--- src/rtl/serial_subtractor_pkg.sv ---
// Shared definitions for the bit-serial subtractor: FSM state encodings and default width.
package serial_subtractor_pkg;

    typedef enum logic [1:0] {
        StIdle  = 2'd0,
        StShift = 2'd1,
        StDone  = 2'd2
    } sub_state_e;

    localparam int unsigned DEFAULT_WIDTH = 8;

endpackage

--- src/rtl/serial_subtractor_sub_1b.sv ---
// Gate-level full subtractor cell: d = a ^ b ^ bin, bout = ~a&b | ~a&bin | b&bin.
module serial_subtractor_sub_1b (
    input  logic      a,
    input  logic      b,
    input  logic      bin,
    output wire logic bout,
    output wire logic d
);

    wire w_na;
    wire w_axb;
    wire w_t0;
    wire w_t1;
    wire w_t2;

    not u_not_a  (w_na, a);
    xor u_xor_ab (w_axb, a, b);
    xor u_xor_d  (d, w_axb, bin);
    and u_and_0  (w_t0, w_na, b);
    and u_and_1  (w_t1, w_na, bin);
    and u_and_2  (w_t2, b, bin);
    or  u_or_b   (bout, w_t0, w_t1, w_t2);

endmodule

--- src/rtl/serial_subtractor.sv ---
// Bit-serial a - b, LSB first, one bit per clock through a single full-subtractor cell.
// Operands enter on a start valid/ready handshake; the result leaves on a done handshake.
module serial_subtractor
    import serial_subtractor_pkg::*;
#(
    parameter int unsigned WIDTH = DEFAULT_WIDTH
) (
    input  logic             clk,
    input  logic             rst_n,
    input  logic             start_valid,
    output logic             start_ready,
    input  logic [WIDTH-1:0] a,
    input  logic [WIDTH-1:0] b,
    output logic [WIDTH-1:0] diff,
    output logic             borrow,
    output logic             ovf,
    output logic             zero,
    output logic             done_valid,
    input  logic             done_ready,
    output logic             busy
);

    localparam int unsigned CNT_W = $clog2(WIDTH) + 1;

    sub_state_e       r_state;
    sub_state_e       w_state_d;

    logic [WIDTH-1:0] r_a_sh;
    logic [WIDTH-1:0] r_b_sh;
    logic [WIDTH-1:0] r_diff_sh;
    logic [CNT_W-1:0] r_cnt;
    logic             r_bin;
    logic             r_a_msb;
    logic             r_b_msb;
    logic [WIDTH-1:0] r_diff;
    logic             r_borrow;
    logic             r_ovf;
    logic             r_zero;

    wire              w_d;
    wire              w_bout;
    logic [WIDTH-1:0] w_diff_next;
    logic             w_last;

    serial_subtractor_sub_1b u_cell (
        .a    (r_a_sh[0]),
        .b    (r_b_sh[0]),
        .bin  (r_bin),
        .bout (w_bout),
        .d    (w_d)
    );

    // New bit enters at the MSB so the result is aligned once all WIDTH bits are in.
    if (WIDTH == 1) begin : g_w1
        assign w_diff_next = w_d;
    end else begin : g_wn
        assign w_diff_next = {w_d, r_diff_sh[WIDTH-1:1]};
    end

    assign w_last = (r_cnt == CNT_W'(WIDTH - 1));

    always_ff @(posedge clk or negedge rst_n) begin
        if (!rst_n) begin
            r_state <= StIdle;
        end else begin
            r_state <= w_state_d;
        end
    end

    always_comb begin
        w_state_d = r_state;
        case (r_state)
            StIdle:  if (start_valid) w_state_d = StShift;
            StShift: if (w_last)      w_state_d = StDone;
            StDone:  if (done_ready)  w_state_d = StIdle;
            default:                  w_state_d = StIdle;
        endcase
    end

    always_ff @(posedge clk or negedge rst_n) begin
        if (!rst_n) begin
            r_a_sh    <= '0;
            r_b_sh    <= '0;
            r_diff_sh <= '0;
            r_cnt     <= '0;
            r_bin     <= 1'b0;
            r_a_msb   <= 1'b0;
            r_b_msb   <= 1'b0;
            r_diff    <= '0;
            r_borrow  <= 1'b0;
            r_ovf     <= 1'b0;
            r_zero    <= 1'b0;
        end else begin
            case (r_state)
                StIdle: begin
                    if (start_valid) begin
                        r_a_sh  <= a;
                        r_b_sh  <= b;
                        r_bin   <= 1'b0;
                        r_cnt   <= '0;
                        r_a_msb <= a[WIDTH-1];
                        r_b_msb <= b[WIDTH-1];
                    end
                end
                StShift: begin
                    r_diff_sh <= w_diff_next;
                    r_a_sh    <= r_a_sh >> 1;
                    r_b_sh    <= r_b_sh >> 1;
                    r_bin     <= w_bout;
                    r_cnt     <= r_cnt + CNT_W'(1);
                    if (w_last) begin
                        // w_d is the result MSB on the final bit.
                        r_diff   <= w_diff_next;
                        r_borrow <= w_bout;
                        r_ovf    <= (r_a_msb ^ r_b_msb) & (w_d ^ r_a_msb);
                        r_zero   <= (w_diff_next == '0);
                    end
                end
                default: ;
            endcase
        end
    end

    assign start_ready = (r_state == StIdle);
    assign busy        = (r_state == StShift);
    assign done_valid  = (r_state == StDone);
    assign diff        = r_diff;
    assign borrow      = r_borrow;
    assign ovf         = r_ovf;
    assign zero        = r_zero;

endmodule

--- config.mk ---
export PLATFORM = sky130hd
export DESIGN_NAME = serial_subtractor
export DESIGN_NICKNAME = d
export VERILOG_FILES = /design/src/rtl/serial_subtractor_pkg.sv /design/src/rtl/serial_subtractor_sub_1b.sv /design/src/rtl/serial_subtractor.sv
export SDC_FILE = /design/constraint.sdc
export NUM_CORES = 1
export LEC_CHECK = 0
export ABC_AREA = 1
export CAP_MARGIN = 30
export CORE_ASPECT_RATIO = 1.75
export CORE_MARGIN = 10
export CORE_UTILIZATION = 50
export DETAILED_ROUTE_END_ITERATION = 10
export PLACE_DENSITY = 0.76
export SKIP_LAST_GASP = 1
export SLEW_MARGIN = 20
export SYNTH_ARGS = -nofsm -noshare
export SYNTH_HDL_FRONTEND = slang
export SYNTH_SLANG_ARGS = --single-unit
--- constraint.sdc ---
create_clock -name clk -period 2.6 [get_ports clk]
set_input_delay 0.39 -clock clk [delete_from_list [all_inputs] [get_ports clk]]
set_output_delay 0.39 -clock clk [all_outputs]
set_load 0.02 [all_outputs]
Figure 1. I/O nets highlighted (run 1).
Scale: 4 px per um.
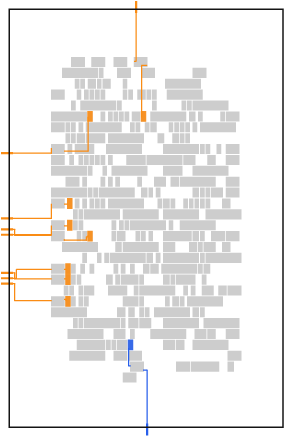
legend:
  a:
    color: orange
    bits: 8
    direction: input
    end_cells: 8
    buffers: 8
    wire: 138 um
  done_valid:
    color: blue
    bits: 1
    direction: output
    end_cells: 1
    buffers: 1
    wire: 19.6 um

Figure 2. Cells colored by class (run 1).
Scale: 3 px per um.
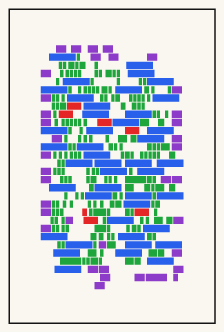
legend:
  flops:
    color: blue
    cells: 43
    share_of_their_area: 45%
  clock drivers and dummy loads:
    color: red
    cells: 7
    share_of_their_area: 3.6%
  other buffers and delay cells:
    color: purple
    cells: 37
    share_of_their_area: 15%
  all other logic:
    color: green
    cells: 188
    share_of_their_area: 36%
fraction of area in registers: 0.4370
final core area utilization: 0.6308

Figure 3. The metal 3 layer (run 1).
Scale: 4 px per um. Cells faint in the background.
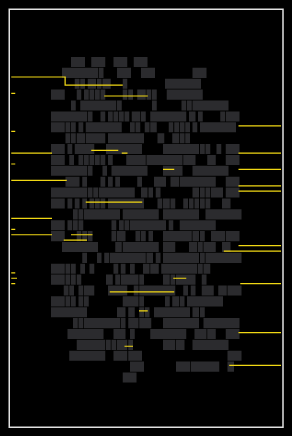
main direction: horizontal
share of all routed wire: 6.5%
nets with wire on the layer: 28
longest straight run: 15.9 um
wire length on this layer: 255 um

==> flow_summary.toml, run 1 <==
# synthesis and place-and-route metrics
[run_status]
outcome = "finished clean"

[global_route]
grt_pass1_wl_um = 6962
globalRouteMet3Util = 0.04315
global_route.overflow_total = 0
global_route.usage.met2 = 0.2020
grt_usage = 0.1228
grt_antenna_before_repair = 0
globalRoute.busiestLayer = "met2"
grt_max_degree = 44
via_count_of_the_first_global_routing_pass = 1590

[finish]
layout-drive-gt1-share = 0.1491
layout_top_cell_excl_fill_tap = "sky130_fd_sc_hd__nand2_1"
antennaDiodeCount = 0
finalInstanceArea_um2 = 2462
area_delta_synth_final_pct = 21.78
final_layout_net_count = 297
most-common-layout-cells = "sky130_fd_sc_hd__nand2_1 (115), sky130_fd_sc_hd__dfrtp_1 (43), sky130_fd_sc_hd__clkdlybuf4s50_1 (32), sky130_fd_sc_hd__nand2_2 (15), sky130_fd_sc_hd__inv_1 (14)"

[sta]
worst_slew_pin_slew_ns = 0.5150
unrepaired_setup_endpoints_after_global_routing = "no"
timing.final.ws_setup_ns = 0.6454
max_clock_freq_ghz = 0.5116
finalCritPeriodShare = 0.7518
finalHoldViolCount = 0
final.min_clock_period_ns = 1.955
drv_slew = 0
relSlewSlack = 0.6554
setup_total_negative_slack_ns = 0
finalSetupViolations = 0
fin_worst_skew_ns = 0.003405

[place]
dpl.cell_count = 314
placedInstanceArea_um2 = 2345
port-buffer-count = 33
dpl_hpwl_um = 2743
routabilityCongestion = 0.7460

[clock_network]
cts_root_buf = "sky130_fd_sc_hd__clkbuf_8"
post_cts_hold_buffer_count = 0
insertion_delay_ns = 0.29
post_cts_resize_count = 0
clockBufferDepth = 2
clkSinkCount = 43
tritoncts.num_buffers = 5
cts_max_level = 2

[min_path]
min_from = "zero"
number_of_cells_on_the_worst_hold_path = 2

[pwr]
p_per_area_nw_per_um2 = 1154
worst_ir_drop_vdd_mv = 0.7637
power.static_leakage_nw = 1.271
final_total_power_mw = 2.841

[worst_setup_path]
crit_arrival_ns = 1.56
critical_path_depth = 3
critical_path.max_fanout = 6
worstPathBufferInverterCount = 2
crit_path_top_delay_cell = "sky130_fd_sc_hd__clkdlybuf4s50_1"
worst_r2r_path_depth = 7
critical_register_to_register_path_startpoint = "r_bin"
crit_path_end_kind = "primary output"
cp_cell_instances = "inv_2 > nor2_8 > clkdlybuf4s50_1"
critPathLaunchType = "flop"
critical_path.reg2reg.endpoint = "zero"
crit_path_start = "r_state[0]"
max_stage_delay_ns = 0.61
critPathCapture = "busy"
critPathTopFamily = "buffers and inverters"

[floorplanning]
row_count = 30
core_um2 = 3904
core_util_floorplan = 0.5179
chipArea_um2 = 7088
dieWidth_um = 68.07
design.portCount = 34
fp.dieH_um = 104.1

[job]
drv.max_cap_violation_count = 0
stage_log_warnings = 26

[synth]
yosysWarningCount = 0
ys_seq_frac = 0.5322
postSynthRegisterBits = 43
post_synth_num_cell_types = 20
synth_area_per_cell_um2 = 8.425
synthesis.nets = 262
post_synth_inst_count = 240
yosys_area_um2 = 2022
syn_area_um2 = 2022

[drt]
wire_per_inst_um = 12.07
detail_route.iter0.violations = 114
vias_per_cell = 4.845
highest_layer = "met4"
route.vias.total = 1565
detail-route-antenna-nets = 0
met3_length_um = 254
detail_route.drc_violations = 0
wl_met2_um = 2029
## run 1: cell type report
cell class / instances / area [um^2]
timing repair buffer: 37 / 370.4
clock buffer: 6 / 82.58
tap: 48 / 60.06
clock inverter: 1 / 5.005
inverter: 17 / 63.81
multi-input combinational: 171 / 804.5
sequential: 43 / 1076
fill: 349 / 1441
## run 1: synth_stat cells
master	number	area, um^2
sky130_fd_sc_hd__buf_12	1	20.02
sky130_fd_sc_hd__buf_2	3	15.01
sky130_fd_sc_hd__buf_4	2	15.01
sky130_fd_sc_hd__buf_6	2	22.52
sky130_fd_sc_hd__clkbuf_2	1	5.000
sky130_fd_sc_hd__dfrtp_1	43	1076
sky130_fd_sc_hd__fa_1	1	20.02
sky130_fd_sc_hd__ha_1	1	12.51
sky130_fd_sc_hd__inv_1	14	52.55
sky130_fd_sc_hd__inv_2	3	11.26
sky130_fd_sc_hd__nand2_1	115	431.7
sky130_fd_sc_hd__nand2_2	15	93.84
sky130_fd_sc_hd__nand2_4	1	11.26
sky130_fd_sc_hd__nand3_1	4	20.02
sky130_fd_sc_hd__nand4_1	1	6.260
sky130_fd_sc_hd__nor2_1	9	33.78
sky130_fd_sc_hd__nor2_8	1	20.02
sky130_fd_sc_hd__o21ai_0	12	60.06
sky130_fd_sc_hd__o21ai_2	10	87.58
sky130_fd_sc_hd__o31ai_1	1	7.510
## run 1: power by group
| part | internal (mW) | total, mW | switching, mW |
|---|---|---|---|
| registers | 0.955 | 1.16 | 0.204 |
| clock network | 0.208 | 0.419 | 0.211 |
| logic | 0.501 | 1.26 | 0.762 |
| total | 1.66 | 2.84 | 1.18 |
## run 1: kinds of logic after synthesis
family | share of synthesized area
buf+inv | 0.06992
flops | 0.5322
simple gates | 0.3051
compound gates | 0.07673
fa+ha+maj | 0.01609
Figure 4. Clock nets (run 1).
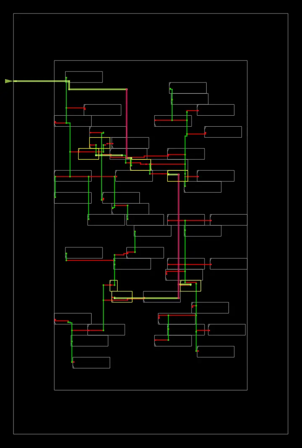

--- run 2 (diff from run 1) ---
==> constraint.sdc (replaced) <==
create_clock -name clk -period 1.9 [get_ports clk]
set_input_delay 0.285 -clock clk [delete_from_list [all_inputs] [get_ports clk]]
set_output_delay 0.285 -clock clk [all_outputs]
set_load 0.02 [all_outputs]
Figure 5. Clock nets (run 2).
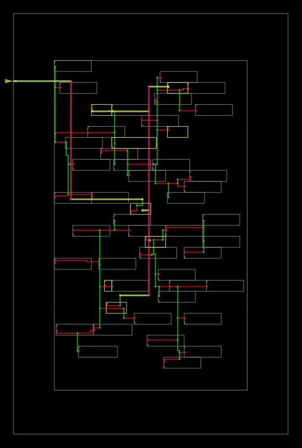
TritonCTS Buffers: 5
number of sequential cells: 43

Figure 6. I/O nets highlighted (run 2).
Scale: 4 px per um.
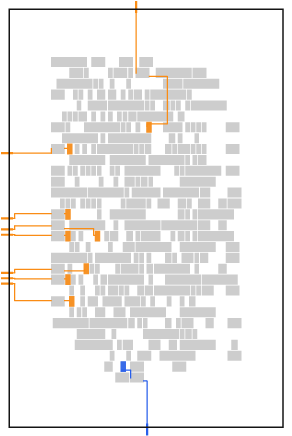
legend:
  a:
    color: orange
    bits: 8
    direction: input
    end_cells: 8
    buffers: 8
    wire: 134 um
  done_valid:
    color: blue
    bits: 1
    direction: output
    end_cells: 1
    buffers: 1
    wire: 16.3 um

==> run 2 against run 1 <==
Compared with the run above:
- critical path type unchanged
- worst hold slack improved by 0.0049 ns
- total power is 42% higher
- clock power up 74%
- clock-buffer cell count stayed put
==> flow_summary.toml, run 2 <==
# synthesis and place-and-route metrics
[job]
drv.max_cap_violation_count = 0
stage_log_warnings = 26

[sta]
setup_total_negative_slack_ns = 0
unrepaired_setup_endpoints_after_global_routing = "no"
finalCritPeriodShare = 0.9556
worst_slew_pin_slew_ns = 0.5162
finalHoldViolCount = 0
relSlewSlack = 0.6546
max_clock_freq_ghz = 0.5508
drv_slew = 0
final.min_clock_period_ns = 1.816
fin_worst_skew_ns = 0.006756

[clock_network]
post_cts_resize_count = 0
clkSinkCount = 43
insertion_delay_ns = 0.29
post_cts_hold_buffer_count = 1
clockBufferDepth = 2

[global_route]
global_route.overflow_total = 0
grt_pass1_wl_um = 7293
via_count_of_the_first_global_routing_pass = 1666
grt_usage = 0.1280
grt_antenna_before_repair = 0

[worst_setup_path]
max_stage_delay_ns = 0.63
cp_cell_instances = "nor2_1 > clkdlybuf4s50_1"
worst_r2r_path_depth = 7
crit_path_end_kind = "primary output"
crit_path_start = "r_state[0]"
critPathCapture = "start_ready"
critical_path.max_fanout = 6
crit_arrival_ns = 1.53
crit_path_top_delay_cell = "sky130_fd_sc_hd__clkdlybuf4s50_1"
critPathLaunchType = "flop"

[run_status]
outcome = "finished clean"

[drt]
wire_per_inst_um = 12.01
route.vias.total = 1558
detail-route-antenna-nets = 0

[pwr]
clk-power_mw = 0.727
power_sequential_mw = 1.59
pwr-share-comb = 0.427
switching_share = 0.4004
p_comb_mw = 1.73
power.share.clock = 0.180
power.static_leakage_nw = 1.288
worst_ir_drop_vdd_mv = 1.022
internal_power_mw = 2.426

[synth]
synth_top_cell_by_count = "sky130_fd_sc_hd__nand2_1"
synthesis.nets = 262
ys_dominant_reg_cell = "sky130_fd_sc_hd__dfrtp_1"
yosysTopAreaCellShare = 0.5322
synth_area_per_cell_um2 = 8.425
syn_area_um2 = 2022
post_synth_num_cell_types = 20
post_synth_inst_count = 240
postSynthRegisterBits = 43
yosys_area_um2 = 2022
synth_area_leader_cell = "sky130_fd_sc_hd__dfrtp_1"
top_cells_by_area = "sky130_fd_sc_hd__dfrtp_1 (53%), sky130_fd_sc_hd__nand2_1 (21%), sky130_fd_sc_hd__nand2_2 (4.6%)"
ys_seq_frac = 0.5322

[floorplanning]
fp.dieH_um = 104.1
design.portCount = 34
core_um2 = 3904
dieWidth_um = 68.07

[place]
placedInstanceArea_um2 = 2367
port-buffer-count = 33
routabilityCongestion = 0.7390

[finish]
regArea_um2 = 1079
layout_top_cell_excl_fill_tap = "sky130_fd_sc_hd__nand2_1"
finalInstanceArea_um2 = 2497
layout.area.comb_um2 = 804.5

[min_path]
min_from = "r_b_sh[1]"
==> run 2: cell counts after synthesis <==
No cell type changed its count.
==> run 2: logic make-up after synthesis <==
group                      after synthesis  share of synthesized area
AOI/OAI and AO/OA                       23                    0.07673
adders and majority gates                2                    0.01609
buffers and inverters                   26                    0.06992
DFF                                     43                     0.5322
and+or+nand+nor                        146                     0.3051
==> run 2: critical path, delay by kind of cell (launching register included) <==
| family | cells | cell delay (ns) |
|---|---|---|
| buf+inv | 1 | 0.63 |
| simple gates | 1 | 0.16 |
| flops | 1 | 0.46 |
==> run 2: per-stage QoR <==
| step | util | hold slack, ns | total power [mW] |
|---|---|---|---|
| 6_report | 0.6397 | 0.4835 | 4.046 |
| 5_1_grt | 0.6397 | 0.5174 | 4.440 |
| 4_1_cts | 0.6391 | 0.4860 | 4.108 |
| 3_5_place_dp | 0.6064 | 0.2873 | 3.360 |
| 3_3_place_gp | 0.6064 | 0.2892 | 3.306 |
| 2_1_floorplan | - | -0.01059 | 2.855 |
==> run 2: routing by layer <==
| layer | GRT usage | wire length [um] | up-vias |
|---|---|---|---|
| met2 | 0.2173 | 2054 | 31 |
| met1 | 0.1454 | 1593 | 718 |
| met4 | 0.05202 | 80 | 0 |
| met3 | 0.02805 | 185 | 7 |
| li1 | - | - | 802 |
| met5 | 0 | 0 | - |
==> run 2: cell type report <==
cell class,instances,area share
inverters,17,0.02555
clock buffers,6,0.03307
repair buffers,39,0.1493
well taps,48,0.02405
flip-flops and latches,43,0.4319
multi-input cells,171,0.3221
clock inverters,2,0.01403
==> run 2: worst min-delay path by stage <==
stage / end / depth (start not counted)
final: r_b_sh[1] / 2
after global routing: ovf / 2
after CTS: r_b_sh[1] / 2
after detailed placement: r_diff_sh[4] / 1
after global placement: diff[4] / 1
after floorplan: borrow / 0
Figure 7. Cells colored by class (run 2).
Scale: 3 px per um.
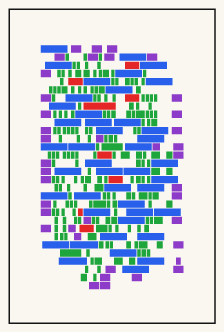

--- run 3 (diff from run 2) ---
==> constraint.sdc (replaced) <==
create_clock -name clk -period 1.9 [get_ports clk]
set_input_delay 0.57 -clock clk [delete_from_list [all_inputs] [get_ports clk]]
set_output_delay 0.57 -clock clk [all_outputs]
set_load 0.02 [all_outputs]
Figure 8. Cells colored by class (run 3).
Scale: 3 px per um.
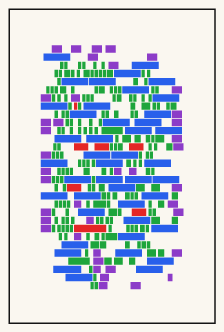
legend:
  clock drivers and dummy loads:
    color: red
    cells: 7
    share_of_their_area: 4.2%
  other buffers and delay cells:
    color: purple
    cells: 40
    share_of_their_area: 15%
  all other logic:
    color: green
    cells: 188
    share_of_their_area: 36%
  flops:
    color: blue
    cells: 43
    share_of_their_area: 44%

==> run 3 against run 2 <==
Compared with the run above:
- combinational power about the same
- setup slack got worse by 0.027 ns
- sequential power hardly changed
- global-route usage fell by 1.0 points
- synthesized cell count unchanged
- synthesized area did not move
- fmax down 1.4%
- die area stayed put
- clock power decreased by 8.0%
- largest cell class unchanged
- largest power group unchanged
- highest routed layer unchanged
==> flow_summary.toml, run 3 <==
# synthesis and place-and-route metrics
[run_status]
outcome = "finished clean"

[worst_setup_path]
crit_path_top_delay_cell = "sky130_fd_sc_hd__clkdlybuf4s50_1"
cp_cell_instances = "clkdlybuf4s50_1"
critPathLaunchType = "flop"
critical_path.max_fanout = 2
worstPathBufferInverterCount = 1
crit_arrival_ns = 1.27
max_stage_delay_ns = 0.61
worst_r2r_path_depth = 7

[sta]
relSlewSlack = 0.6572
max_clock_freq_ghz = 0.5428
setup_total_negative_slack_ns = 0
unrepaired_setup_endpoints_after_global_routing = "no"
finalCritPeriodShare = 0.9696
worst_slew_pin_slew_ns = 0.5124
final.min_clock_period_ns = 1.842

[drt]
detail-route-antenna-nets = 0
met3_length_um = 234
wl_met2_um = 2013
wire_per_inst_um = 11.87
highest_layer = "met4"
met1_length_um = 1565

[place]
placedInstanceArea_um2 = 2382

[job]
stage_log_warnings = 26

[pwr]
p_comb_mw = 1.74
pwr-share-comb = 0.436
switching_share = 0.4027
worst_ir_drop_vdd_mv = 1.067
power.static_leakage_nw = 1.291

[floorplanning]
design.portCount = 34
fp.dieH_um = 104.1
taps = 48

[finish]
nonClockInverterCount = 17
final_clock_cell_share = 0.04133
num-clock-buffers = 6
n_multi_input_combinational_cell = 171
layout_top_cell_excl_fill_tap = "sky130_fd_sc_hd__nand2_1"
layout.cells.largest_class = "sequential cells"
layout.area.comb_um2 = 804.5
non_clock_buffer_share_of_cell_area = 0.1507

[synth]
post_synth_and_or_nand_nor_area_fraction = 0.3051
synth_area_leader_cell = "sky130_fd_sc_hd__dfrtp_1"
postSynthRegisterBits = 43
synth_area_per_cell_um2 = 8.425
synth.cellmix.xorXnorShare = 0
yosys_area_um2 = 2022
synth-adder-area-share = 0.01609
synth_top_cell_by_count = "sky130_fd_sc_hd__nand2_1"
ys_seq_frac = 0.5322
post_synth_inst_count = 240
yosysTopAreaCellShare = 0.5322
top_cells_by_area = "sky130_fd_sc_hd__dfrtp_1 (53%), sky130_fd_sc_hd__nand2_1 (21%), sky130_fd_sc_hd__nand2_2 (4.6%)"
main_kind_of_combinational_logic_by_area = "simple AND/OR/NAND/NOR gates"
ys_dominant_reg_cell = "sky130_fd_sc_hd__dfrtp_1"
yosys-mux-area-fraction = 0
synthesis.nets = 262
syn_area_um2 = 2022

[global_route]
globalRoute.busiestLayer = "met2"
grt_pass1_wl_um = 6810
grt_antenna_before_repair = 0
via_count_of_the_first_global_routing_pass = 1594

[clock_network]
clockBufferDepth = 2
insertion_delay_ns = 0.28
clkSinkCount = 43
Figure 9. The metal 3 layer (run 3).
Scale: 4 px per um. Cells faint in the background.
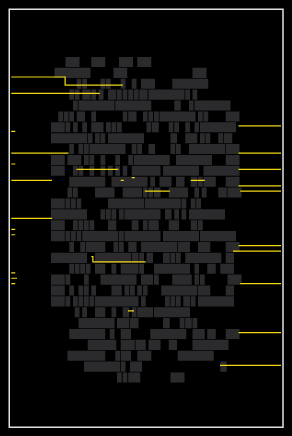
longest straight run: 21.8 um
nets with wire on the layer: 26
main direction: horizontal
met3 GRT Util: 0.03776
DR vias: 1559

-- run 3: cell count changes in the layout (fill, tap and decap cells not counted) --
cell / before / now
sky130_fd_sc_hd__clkinv_2: 1 / 0
sky130_fd_sc_hd__dlygate4sd2_1: 0 / 3
sky130_fd_sc_hd__dfrtp_2: 2 / 1
sky130_fd_sc_hd__buf_4: 5 / 7
sky130_fd_sc_hd__clkbuf_1: 0 / 1
sky130_fd_sc_hd__dlygate4sd3_1: 1 / 0
sky130_fd_sc_hd__clkdlybuf4s50_1: 32 / 29
sky130_fd_sc_hd__clkbuf_8: 6 / 5
sky130_fd_sc_hd__dfrtp_1: 41 / 42
-- run 3: worst max-delay path by stage --
stage / from / to / slack [ns] / cells past startpoint
6_report: borrow / borrow / 0.06 / 1
5_1_grt: diff[5] / diff[5] / 0.01 / 1
4_1_cts: borrow / borrow / 0.05 / 1
3_5_place_dp: r_state[1] / busy / 0.11 / 2
3_3_place_gp: r_state[1] / busy / 0.11 / 2
2_1_floorplan: r_state[0] / busy / 0.50 / 3
-- run 3: stage by stage --
| stage | hold WS (ns) | instances | total power [mW] | utilization |
|---|---|---|---|---|
| detailed placement | 0.4653 | 319 | 3.388 | 0.6103 |
| global route | 0.1833 | 326 | 4.338 | 0.6359 |
| finish | 0.1668 | 326 | 3.993 | 0.6359 |
| floorplan | 0.2744 | 240 | 2.855 | - |
| global placement | 0.4645 | 319 | 3.327 | 0.6103 |
| CTS | 0.1688 | 326 | 4.050 | 0.6359 |
-- run 3: logic make-up (layout without fill, tap and decap cells) --
kind of cell	Yosys count	in the layout
fa+ha+maj	2	2
simple gates	146	146
buf+inv	26	64
flops	43	43
compound gates	23	23
-- run 3: timing repair --
action | in CTS | in global routing
resized | 4 | 0
setup endpoints to repair | 3 | 0
hold buffers | 0 | 0
Power and IR drop assume default switching activity.
